## src/rtl/trig_pkg.sv

```systemverilog
// Shared encodings and constants for the trigonometric LUT scheduler.
package trig_pkg;

  typedef enum logic [1:0] {
    FUNC_SIN  = 2'b00,
    FUNC_COS  = 2'b01,
    FUNC_TAN  = 2'b10,
    FUNC_RSVD = 2'b11
  } func_e;

  typedef enum logic [2:0] {
    ST_IDLE   = 3'd0,
    ST_REDUCE = 3'd1,
    ST_QUAD   = 3'd2,
    ST_WAIT   = 3'd3,
    ST_DONE   = 3'd4
  } state_e;

  localparam logic [8:0] DEG_90  = 9'd90;
  localparam logic [8:0] DEG_180 = 9'd180;
  localparam logic [8:0] DEG_270 = 9'd270;
  localparam logic [8:0] DEG_360 = 9'd360;

endpackage

```

## src/rtl/trig_quadrant_map.sv

```systemverilog
// Maps a reduced 0..359 degree angle onto its quadrant and 0..90 reference angle.
module trig_quadrant_map
  import trig_pkg::*;
#(
  parameter int LUT_ANGLE_W = 7
) (
  input  logic [8:0]             angle,
  output logic [1:0]             quadrant,
  output logic [LUT_ANGLE_W-1:0] ref_angle,
  output logic                   is_90
);

  logic [8:0] ref_full;

  always_comb begin
    quadrant = 2'd0;
    ref_full = angle;
    if (angle <= DEG_90) begin
      quadrant = 2'd0;
      ref_full = angle;
    end else if (angle <= DEG_180) begin
      quadrant = 2'd1;
      ref_full = DEG_180 - angle;
    end else if (angle <= DEG_270) begin
      quadrant = 2'd2;
      ref_full = angle - DEG_180;
    end else begin
      quadrant = 2'd3;
      ref_full = DEG_360 - angle;
    end
  end

  assign ref_angle = LUT_ANGLE_W'(ref_full);
  assign is_90     = (ref_full == DEG_90);

endmodule

```

## src/rtl/trig_lut_scheduler.sv

```systemverilog
// Request-level controller: reduces the angle, drives one LUT, waits out its
// latency and returns the captured double over a valid/ready response port.
module trig_lut_scheduler
  import trig_pkg::*;
#(
  parameter int LUT_ANGLE_W = 7,
  parameter int REQ_ANGLE_W = 16,
  parameter int LUT_LATENCY = 1
) (
  input  logic                   clk,
  input  logic                   reset,
  input  logic                   req_valid,
  output logic                   req_ready,
  input  logic [1:0]             req_func,
  input  logic [REQ_ANGLE_W-1:0] req_angle,
  output logic                   rsp_valid,
  input  logic                   rsp_ready,
  output logic [63:0]            rsp_data,
  output logic                   rsp_err,
  output logic [1:0]             lut_quadrant,
  output logic [LUT_ANGLE_W-1:0] lut_angle,
  output logic                   en_sine,
  output logic                   en_cosine,
  output logic                   en_tangent,
  input  logic [63:0]            sine_data,
  input  logic [63:0]            cosine_data,
  input  logic [63:0]            tangent_data,
  output state_e                 fsm_state
);

  localparam int CNT_W = (LUT_LATENCY < 2) ? 1 : $clog2(LUT_LATENCY + 1);
  localparam logic [REQ_ANGLE_W-1:0] FULL_TURN = REQ_ANGLE_W'(DEG_360);

  state_e                 state, state_n;
  func_e                  func_q, func_n;
  logic [REQ_ANGLE_W-1:0] angle_q, angle_n;
  logic [CNT_W-1:0]       cnt_q, cnt_n;
  logic [1:0]             quad_q, quad_n;
  logic [LUT_ANGLE_W-1:0] ref_q, ref_n;
  logic                   is90_q, is90_n;
  logic                   en_sin_q, en_sin_n;
  logic                   en_cos_q, en_cos_n;
  logic                   en_tan_q, en_tan_n;
  logic [63:0]            data_q, data_n;
  logic                   err_q, err_n;

  logic [1:0]             map_quad;
  logic [LUT_ANGLE_W-1:0] map_ref;
  logic                   map_is90;

  trig_quadrant_map #(.LUT_ANGLE_W(LUT_ANGLE_W)) u_map (
    .angle     (angle_q[8:0]),
    .quadrant  (map_quad),
    .ref_angle (map_ref),
    .is_90     (map_is90)
  );

  always_ff @(posedge clk or posedge reset) begin
    if (reset) begin
      state    <= ST_IDLE;
      func_q   <= FUNC_SIN;
      angle_q  <= '0;
      cnt_q    <= '0;
      quad_q   <= '0;
      ref_q    <= '0;
      is90_q   <= 1'b0;
      en_sin_q <= 1'b0;
      en_cos_q <= 1'b0;
      en_tan_q <= 1'b0;
      data_q   <= '0;
      err_q    <= 1'b0;
    end else begin
      state    <= state_n;
      func_q   <= func_n;
      angle_q  <= angle_n;
      cnt_q    <= cnt_n;
      quad_q   <= quad_n;
      ref_q    <= ref_n;
      is90_q   <= is90_n;
      en_sin_q <= en_sin_n;
      en_cos_q <= en_cos_n;
      en_tan_q <= en_tan_n;
      data_q   <= data_n;
      err_q    <= err_n;
    end
  end

  // Handshakes: a request transfers on a rising edge with req_valid & req_ready,
  // a response on a rising edge with rsp_valid & rsp_ready; neither side may
  // retract valid before the transfer, and the response is held stable meanwhile.
  always_comb begin
    state_n  = state;
    func_n   = func_q;
    angle_n  = angle_q;
    cnt_n    = cnt_q;
    quad_n   = quad_q;
    ref_n    = ref_q;
    is90_n   = is90_q;
    en_sin_n = en_sin_q;
    en_cos_n = en_cos_q;
    en_tan_n = en_tan_q;
    data_n   = data_q;
    err_n    = err_q;
    case (state)
      ST_IDLE: begin
        if (req_valid) begin
          func_n  = func_e'(req_func);
          angle_n = req_angle;
          state_n = ST_REDUCE;
        end
      end
      ST_REDUCE: begin
        if (angle_q >= FULL_TURN) angle_n = angle_q - FULL_TURN;
        else state_n = ST_QUAD;
      end
      ST_QUAD: begin
        quad_n = map_quad;
        ref_n  = map_ref;
        is90_n = map_is90;
        if (func_q == FUNC_RSVD) begin
          data_n  = '0;
          err_n   = 1'b1;
          state_n = ST_DONE;
        end else begin
          en_sin_n = (func_q == FUNC_SIN);
          en_cos_n = (func_q == FUNC_COS);
          en_tan_n = (func_q == FUNC_TAN);
          cnt_n    = CNT_W'(LUT_LATENCY);
          state_n  = ST_WAIT;
        end
      end
      ST_WAIT: begin
        if (cnt_q != '0) begin
          cnt_n = cnt_q - CNT_W'(1);
        end else begin
          case (func_q)
            FUNC_SIN: data_n = sine_data;
            FUNC_COS: data_n = cosine_data;
            FUNC_TAN: data_n = tangent_data;
            default:  data_n = '0;
          endcase
          // Tangent is unbounded at a 90 degree reference; data still returned.
          err_n    = (func_q == FUNC_TAN) && is90_q;
          en_sin_n = 1'b0;
          en_cos_n = 1'b0;
          en_tan_n = 1'b0;
          state_n  = ST_DONE;
        end
      end
      ST_DONE: begin
        if (rsp_ready) state_n = ST_IDLE;
      end
      default: state_n = ST_IDLE;
    endcase
  end

  assign req_ready    = (state == ST_IDLE) && !reset;
  assign rsp_valid    = (state == ST_DONE);
  assign rsp_data     = data_q;
  assign rsp_err      = err_q;
  assign lut_quadrant = quad_q;
  assign lut_angle    = ref_q;
  assign en_sine      = en_sin_q;
  assign en_cosine    = en_cos_q;
  assign en_tangent   = en_tan_q;
  assign fsm_state    = state;

endmodule

```

## config.mk

```make
export PLATFORM = sky130hd
export DESIGN_NAME = trig_lut_scheduler
export DESIGN_NICKNAME = d
export VERILOG_FILES = /design/src/rtl/trig_pkg.sv /design/src/rtl/trig_quadrant_map.sv /design/src/rtl/trig_lut_scheduler.sv
export SDC_FILE = /design/constraint.sdc
export NUM_CORES = 1
export LEC_CHECK = 0
export CORE_MARGIN = 2
export CORE_UTILIZATION = 43
export CTS_BUF_LIST = sky130_fd_sc_hd__clkbuf_8
export CTS_CLUSTER_DIAMETER = 100
export DETAILED_ROUTE_END_ITERATION = 8
export MAX_ROUTING_LAYER = met4
export PLACE_DENSITY = 0.82
export SYNTH_ARGS = -nofsm -noshare
export SYNTH_HDL_FRONTEND = slang
export SYNTH_SLANG_ARGS = --single-unit
```

## constraint.sdc

```tcl
create_clock -name clk -period 5.3 [get_ports clk]
set_input_delay 1.59 -clock clk [delete_from_list [all_inputs] [get_ports clk]]
set_output_delay 1.59 -clock clk [all_outputs]
set_load 0.05 [all_outputs]
```

Fig. 1: placement view
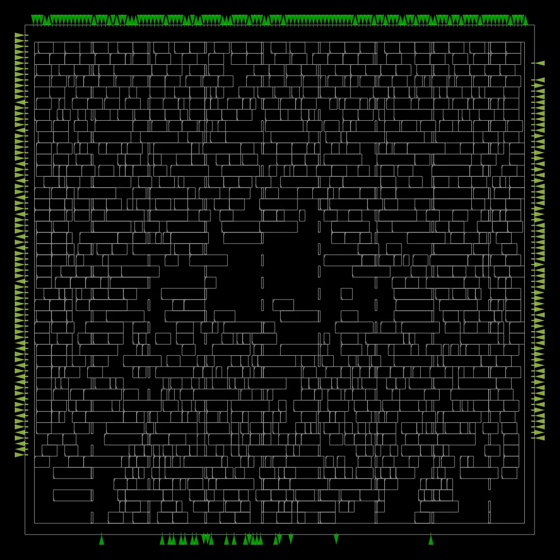
row cnt: 43
fillers: 1148

Fig. 2: cell sizes after repair
Drawn at 4 px/um.
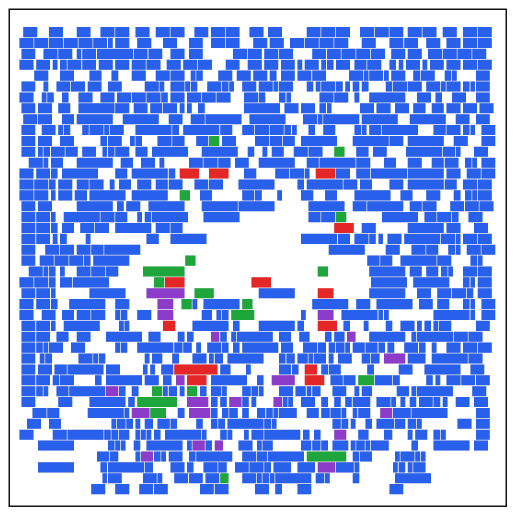
x1 and smaller: in blue, cells 885, share 94%, most used clkdlybuf4s50_1. x3 and x4: in green, cells 19, share 2.0%, most used buf_4. x2: in purple, cells 21, share 2.2%. x6 and larger: in red, cells 13, share 1.4%, most used clkbuf_8.

Fig. 3: port wiring
Drawn at 2 px/um.
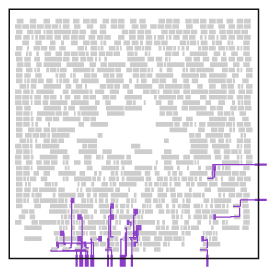
req_angle: in purple, bits 16, direction input, edge 14 bottom, 2 right, end cells 17, buffers 16, wire 369 um.
io pins: 296
Port Buf Inserts: 295

==> results.cfg <==
; generated from flow reports
[critical_path]
crit_fanout = 2
crit_path_start = reset
rrSetupSlack_ps = 2160
crit_path_end = req_ready
cp-end-kind = output port
worstPathArrival_ps = 3080
cp.required_ps = 3710
rr_worst_depth = 9
r2r-start = angle_q[3]
startpoint_type = input pin
critPathKind = input pin to output port
r2r-end = is90_q

[layout]
final_cells = 1118
mi_logic_area_um2 = 3420
seq_cell_count = 100
logic_gates = 509
syn2layout_area_growth_pct = 52.3
layout_top_cells = 295 x clkdlybuf4s50_1, 108 x nand2_1, 98 x dfrtp_1, 90 x o21ai_0, 72 x mux2i_1
num_antenna_cells = 0
clockNetworkAreaShare = 0.0218
final_common_cell = clkdlybuf4s50_1
finalNetCount = 1157
inverters_excl_clock = 10
largestClassByArea = multi-input combinational cells
clock_buffers = 9
sh_seq_area = 0.267
utilization = 0.675
sh_comb_area = 0.363
finalInstanceArea_um2 = 9410
n_all_buffers = 303
buffer_area_frac = 0.320
drive_gt1_frac = 0.0565
seq_area_um2 = 2510

[pwr]
pwr-share-comb = 0.647
top_power_group = combinational logic
leakagePower_uw = 0.00394
seq-power_uw = 1530
seq_power_share = 0.263
clockPowerShare = 0.090
p_int_uw = 2780
p_total_uw = 5820
ir_worst_vdd_v = 0.000299
switching_share = 0.522
switchingPower_uw = 3040
powerDensity_nw_per_um2 = 619
pg_comb_uw = 3770
p_clk_uw = 526

[placed_design]
pre_cts_slack_ps = 615
dp_hpwl_um = 15600
dp_cells = 1102
gp_congestion = 0.912
postPlaceCellArea_um2 = 9200

[synth]
yosysWarnings = 0
postSynthSeqShare = 0.405
synth_flops = 100
syn_avg_cell_area_um2 = 9.15
yosys-top-cells-area = dfrtp_1 41%, mux2i_1 12%, a22o_1 9.4%
synth_stat.cells = 675
flop_cell = dfrtp_1
syn_area_um2 = 6180
ys_types = 65
yosys-stat-area_um2 = 6180
edf_count = 0
synth_top_cell_by_count = nand2_1
async_flop_share = 1.00
ys_top_cells_by_count = 109 x nand2_1, 100 x dfrtp_1, 90 x o21ai_0, 72 x mux2i_1, 66 x a22o_1
syn_nets = 899
largest_area_cell = dfrtp_1
syn_inst = 675
yosys.area.top_type_share = 0.405

[global_route]
grt_pass1_vias = 5969
use_met3 = 0.0527
grt_pass1_wl_um = 31500
track_usage = 0.274
grt_use_met2 = 0.446
grt_max_degree = 77
overflow = 0
met1_usage = 0.353
busiest_layer = met2
grt_antenna_before_repair = 0

[routing]
vias = 6266
wl_met1_um = 8660
viasPerCell = 5.60
drc = 0
met3WireLength_um = 1610
route.detailed.wl_per_inst_um = 18.9
route.met2.wl_um = 10400
wirelength_um = 21100
dr.max_layer_used = met4
drtPass1Iterations = 5
ant_nets = 0
drt-initial-drc-count = 458

[clocking]
cts_buffer_depth = 2
postCtsSetupBuffers = 0
post_cts_resized = 0
cts_max_level = 3
cts_hold_buf = 0
clkLatencyLatePin_ps = 380
clock_sinks = 100
tritoncts = built
cts_buffers = 9
clockRootBuffer = clkbuf_8
clk_pin_slew_worst_paths_ps = 90

[die]
die-area_um2 = 15300
dieHeight_um = 124
tapCellCount = 180
die_width_um = 124
core_um2 = 13900
initial_core_util = 0.443

[sta]
setup_viol = 0
tightest_slew_ps = 1050
fin_crit_ps = 4670
period_used_share = 0.882
max_freq_mhz = 214
setup_tns_ps = 0
hold_viol = 0
skew_ps = 24.1
finalMaxSlewViolations = 0
fin_ws_ps = 627
hold-worst-slack_ps = 485
max_slew_margin = 0.301
rsz0062_at_grt = false

[flow_run]
drv_cap = 0
warning_count = 33

[min_path]
hp-start = lut_quadrant[1]
holdPathStages = 2
whs_endpoint = lut_quadrant[1]
hp-class = flip-flop to flip-flop

[status]
status = finished, final reports clean
-- flip-flops by register name, indices dropped and copies added, names as in the netlist --
name	cells
en_sine	1
lut_quadrant	2
en_cosine	1
rsp_data	64
angle_q	16
cnt_q	1
func_q	2
is90_q	1
fsm_state	3
rsp_err	1
lut_angle	7
en_tangent	1
-- cell families (layout without fill, tap and decap cells) --
group                    Yosys count  after routing  share of synthesized area
AND-OR/OR-AND                    244            244                      0.274
AND/OR/NAND/NOR                  178            178                      0.130
flip-flops                       100            100                      0.405
multiplexers                      75             75                      0.122
buffers and inverters             66            329                     0.0454
adder cells (fa/ha/maj)           10             10                     0.0203
XOR/XNOR                           2              2                    0.00284
-- critical path, stage by stage --
cell             delay, ps
clkdlybuf4s50_1        460
nor4_1                 190
clkdlybuf4s50_1        840
Power and IR drop assume default switching activity.
